==> config.mk <==
export PLATFORM = sky130hd
export DESIGN_NAME = sr_cmd_seq
export DESIGN_NICKNAME = d
export VERILOG_FILES = /design/src/rtl/sr_cmd_seq.sv
export SDC_FILE = /design/constraint.sdc
export NUM_CORES = 1
export LEC_CHECK = 0
export ABC_CLOCK_PERIOD_IN_PS = 5100
export CORE_MARGIN = 4
export CORE_UTILIZATION = 54
export DETAILED_ROUTE_END_ITERATION = 8
export GPL_TIMING_DRIVEN = 0
export PLACE_DENSITY = 0.84
export SETUP_SLACK_MARGIN = 0.05
export SKIP_CTS_REPAIR_TIMING = 1
export SLEW_MARGIN = 40
export SYNTH_ARGS = -nofsm -noshare
export SYNTH_HDL_FRONTEND = slang
export SYNTH_SLANG_ARGS = --single-unit
==> constraint.sdc <==
create_clock -name clk -period 5.1 [get_ports clk]
set_input_delay 1.53 -clock clk [delete_from_list [all_inputs] [get_ports clk]]
set_output_delay 1.53 -clock clk [all_outputs]
set_load 0.01 [all_outputs]
**Run 1: clock distribution**

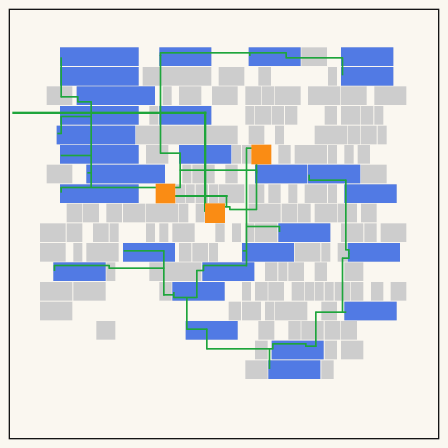
blue -> flip-flops  # count 28
green -> clock wires  # length 311 microns
orange -> clock drivers  # count 3
routed clock nets = 4
flops lie = spread over the die
Clock Skews: 0.00914 ns
Clk. pwr: 92.9 uW
clock power share: 0.125
worst-skew pair later-pin latency: 0.33 ns

**Run 1: placed cells, one colour a class**

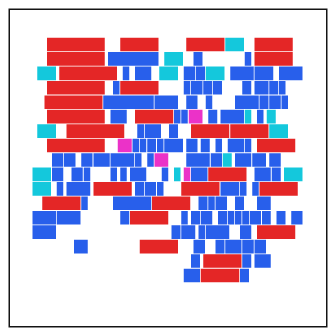
cyan -> other buffers and delay cells  # cells 14, share of their area 7.5%
magenta -> clock drivers and dummy loads  # cells 4, share of their area 1.7%
blue -> combinational and other logic  # cells 114, share of their area 50%
red -> flops  # cells 28, share of their area 41%
post-layout util: 0.639
Post-Layout Inst Area: 1600 sq um
Core Area: 2500 sq um

**Run 1: pin placement**

Pins as bars across the die edge, other pins in grey.
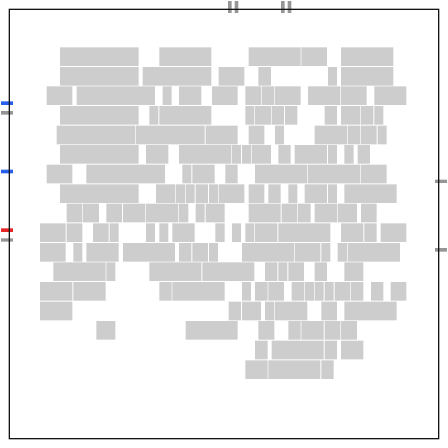
red -> cmd_valid_i  # pins 1, direction input, edge left
blue -> cmd_i  # pins 2, direction input, edge left
Die Ht: 59.5 microns
Die Wd: 59.5 microns
PortBufs: 10

**Run 1: wiring by layer**

Two of the layers only.
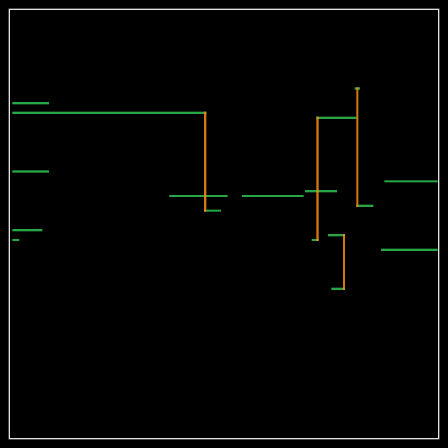
green -> metal 3  # wire length 89.9 microns
orange -> metal 4  # wire length 54.4 microns
total vias in the final route: 1098
drt wl/cell: 13.7 microns

==> results_dict.tcl, run 1 <==
# collected from the flow reports
set metrics [dict create \
    hold_path.class "register to register" \
    fin_nets 179 \
    path_common_cell "clkdlybuf4s50_1" \
    dominant-cell-class "multi-input combinational cells" \
    hpwlAfterDp_mm 2.00 \
    tns_ns 0 \
    finalNonFillerCells 190 \
    layout_top_cell "dfxtp_1" \
    synth-simple-area-share 0.203 \
    critPathKind "primary input to primary output" \
    vias_per_cell 5.78 \
    area_leaders "dfxtp_1 (28%), edfxtp_1 (17%), ha_1 (9.6%)" \
    dr_wl_met2_mm 1.35 \
    cp_slowest_stage_delay_ns 0.60 \
    setup_viol 0 \
    cts.clk_slew.worst_paths_ns 0.14 \
    synth_nets 164 \
    r2r_slack_ns 2.60 \
    use_met1 0.175 \
    yosysSeqAreaShare 0.447 \
    hold_ws_ns 0.484 \
    use_met2 0.301 \
    seq_share 0.401 \
    antenna_found_initial 0 \
    tightest_slew_ns 0.467 \
    synth-edff-count 8 \
    ys_sh_aoi 0.122 \
    timing.final.crit_share 0.870 \
    p_comb_uw 361 \
    cp-start-kind "primary input" \
    synthCells 146 \
    diodes 0 \
    logic_gates 102 \
    cts_buffer_depth 2 \
    netSwitchingFraction 0.388 \
    ys_area_sq_um 1430 \
    outcome "completed" \
    seq_cells 28 \
    syn-cell-area_sq_um 1430 \
    worst-path-buf-inv 2 \
    nonClockInverterCount 12 \
    tap_cells 30 \
    cpMaxStageDelayCell "clkdlybuf4s50_1" \
    area_growth_pct 11.4 \
    htreeDepth 1 \
    top_level_ports 11 \
    grt_pass1_vias 1068 \
    ys_ff 28 \
    flop_cell "dfxtp_1" \
    crit_family "buffers and inverters" \
    xor_area_frac 0.0305 \
    num-fill-cells 198 \
    floorplan.initialDensity 0.574 \
    seq_power_share 0.389 \
    drt-total-wl_mm 2.61 \
    comb_area_sq_um 731 \
    yosysWarnings 0 \
    drt-initial-drc-count 67 \
    seq_power_uw 289 \
    buffer_area_frac 0.0736 \
    vdd_drop_max_mv 0.427 \
    nClkBuffers 3 \
    overflow 0 \
    synth_async_sr_flop_share 0 \
]
--- run 2 (diff from run 1) ---
--- a/config.mk
+++ b/config.mk
@@ -13,7 +13,6 @@
 export PLACE_DENSITY = 0.84
 export SETUP_SLACK_MARGIN = 0.05
 export SKIP_CTS_REPAIR_TIMING = 1
-export SLEW_MARGIN = 40
 export SYNTH_ARGS = -nofsm -noshare
 export SYNTH_HDL_FRONTEND = slang
 export SYNTH_SLANG_ARGS = --single-unit
**Run 2: pin placement**

Pins as bars across the die edge, other pins in grey.
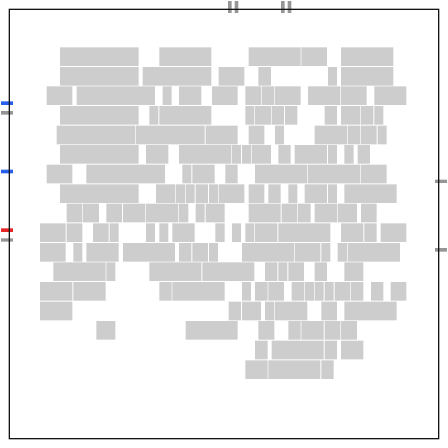
red -> cmd_valid_i  # pins 1, direction input, edge left
blue -> cmd_i  # pins 2, direction input, edge left
all pins by edge = 5 left, 4 top, 2 right

**Run 2: clock distribution**

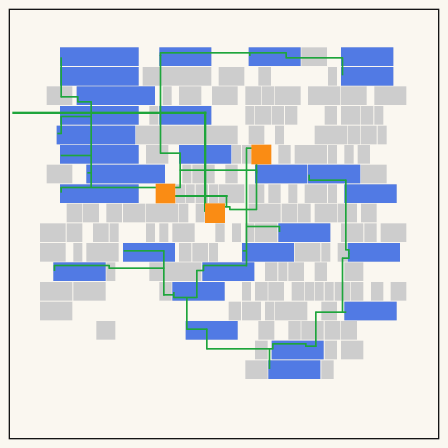
blue -> flip-flops  # count 28
green -> clock wires  # length 311 microns
orange -> clock drivers  # count 3
flops lie = spread over the die

==> run 2 against run 1 <==
  * Sequential power barely moved
  * Global-route usage did not move
  * Non-clock buffer count is the same
  * Final cell count unchanged
  * Clock power hardly changed
  * Critical path depth is the same
==> results_dict.tcl, run 2 <==
# collected from the flow reports
set metrics [dict create \
    outcome "completed" \
    synth-edff-count 8 \
    synth_async_sr_flop_share 0 \
    clock-sinks 28 \
    cpMaxStageDelayCell "clkdlybuf4s50_1" \
    grt_pass1_vias 1068 \
    final_util 0.639 \
    area_growth_pct 11.4 \
    synthCells 146 \
    diodes 0 \
    worst_slack_ns 0.665 \
    reg2regPathDepth 10 \
    wire_per_inst_microns 13.7 \
    grt_setup_unrepaired "false" \
    xor_area_frac 0.0305 \
    use_met1 0.175 \
    gp_congestion 0.817 \
    vias_per_cell 5.78 \
    overflow 0 \
    power_switching_uw 288 \
    drt-met1-wl_mm 1.11 \
    drtPass1Iterations 4 \
    seq_power_uw 289 \
    dieWidth_microns 59.5 \
    top_level_ports 11 \
    synthTopCellsByCount "dfxtp_1 (20), nor2_1 (13), a21oi_1 (12), inv_1 (12), ha_1 (11)" \
    crit_family "buffers and inverters" \
    syn_area_per_cell_sq_um 9.82 \
    final_antenna_net_count 0 \
    buffer_area_frac 0.0736 \
    layout_top_cell "dfxtp_1" \
    synth-simple-area-share 0.203 \
    wl_met3_microns 89 \
    clockRootBuffer "clkbuf_4" \
    cp_slowest_stage_delay_ns 0.60 \
    hold_path.class "register to register" \
    intPower_uw 455 \
    critPathKind "primary input to primary output" \
    clock.fmax_mhz 225 \
    htreeDepth 1 \
    nonClockInverterCount 12 \
    chipArea_sq_um 3540 \
    n_all_buffers 14 \
    p_comb_uw 361 \
    whs_path_depth 2 \
    grt_max_degree 16 \
    tns_ns 0 \
    path_common_cell "clkdlybuf4s50_1" \
    flop_cell "dfxtp_1" \
    nClkBuffers 3 \
    p_clk_uw 92.9 \
    tap_cells 30 \
    via_count 1098 \
    setup_viol 0 \
    crit_path_end_kind "primary output" \
    logic_gates 102 \
    worst-endpoint-required_ns 3.57 \
    use_met2 0.301 \
    critical_path_arrival_ns 2.91 \
    p_clk_frac 0.125 \
    max-slew-margin-rel 0.688 \
    highest_layer "met4" \
    area_leaders "dfxtp_1 (28%), edfxtp_1 (17%), ha_1 (9.6%)" \
    dr_wl_met2_mm 1.35 \
    cts.clk_slew.worst_paths_ns 0.14 \
    cp-start-kind "primary input" \
    comb_area_sq_um 731 \
    hold_ws_ns 0.484 \
    pre_cts_slack_ns 0.668 \
    hold_violations 0 \
    netSwitchingFraction 0.388 \
    die_y_microns 59.5 \
    port_buffers 10 \
    coreArea_sq_um 2500 \
    yosysSeqAreaShare 0.447 \
    yosysTopAreaCell "dfxtp_1" \
    cts_buffers 3 \
    antenna_found_initial 0 \
    drv_cap 0 \
    fin_nets 179 \
    tightest_slew_ns 0.467 \
    num-fill-cells 198 \
    grt_pass1_wl_mm 4.36 \
    dominant-cell-class "multi-input combinational cells" \
    hpwlAfterDp_mm 2.00 \
    regArea_sq_um 641 \
    seq_power_share 0.389 \
    placed_cell_area_sq_um 1570 \
    fa_ha_area_frac 0.110 \
    skew_ns 0.00914 \
    ys_types 34 \
    busiest_layer "met2" \
    seq_cells 28 \
    clkLatencyLatePin_ns 0.33 \
    vdd_drop_max_mv 0.427 \
    placed_cells 186 \
    syn-cell-area_sq_um 1430 \
    critPathMaxFanout 6 \
    cts_buffer_depth 2 \
    timing.final.crit_share 0.870 \
    drt-initial-drc-count 67 \
    ys_ff 28 \
    worst-path-buf-inv 2 \
    finalNonFillerCells 190 \
    power_leader "combinational logic" \
    floorplan.initialDensity 0.574 \
    drive_gt1_frac 0.0563 \
    ys_sh_aoi 0.122 \
    crit_cells 3 \
    ys_area_sq_um 1430 \
    synth_nets 164 \
    finalMaxSlewViolations 0 \
    yosysWarnings 0 \
    r2r_slack_ns 2.60 \
    final_area_sq_um 1600 \
    seq_share 0.401 \
    yosysMostFrequentCell "dfxtp_1" \
    ys_cells 146 \
    top_logic_kind "simple AND/OR/NAND/NOR gates" \
    min_period_ns 4.44 \
]
**Run 2: wiring by layer**

Two of the layers only.
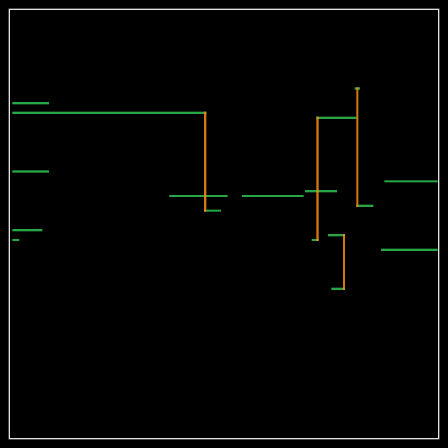
orange -> metal 4  # wire length 54.4 microns
green -> metal 3  # wire length 89.9 microns
Routed WL: 2.61 mm
Tot GR Track Use: 0.160

Power is estimated from default activity; no workload was simulated.
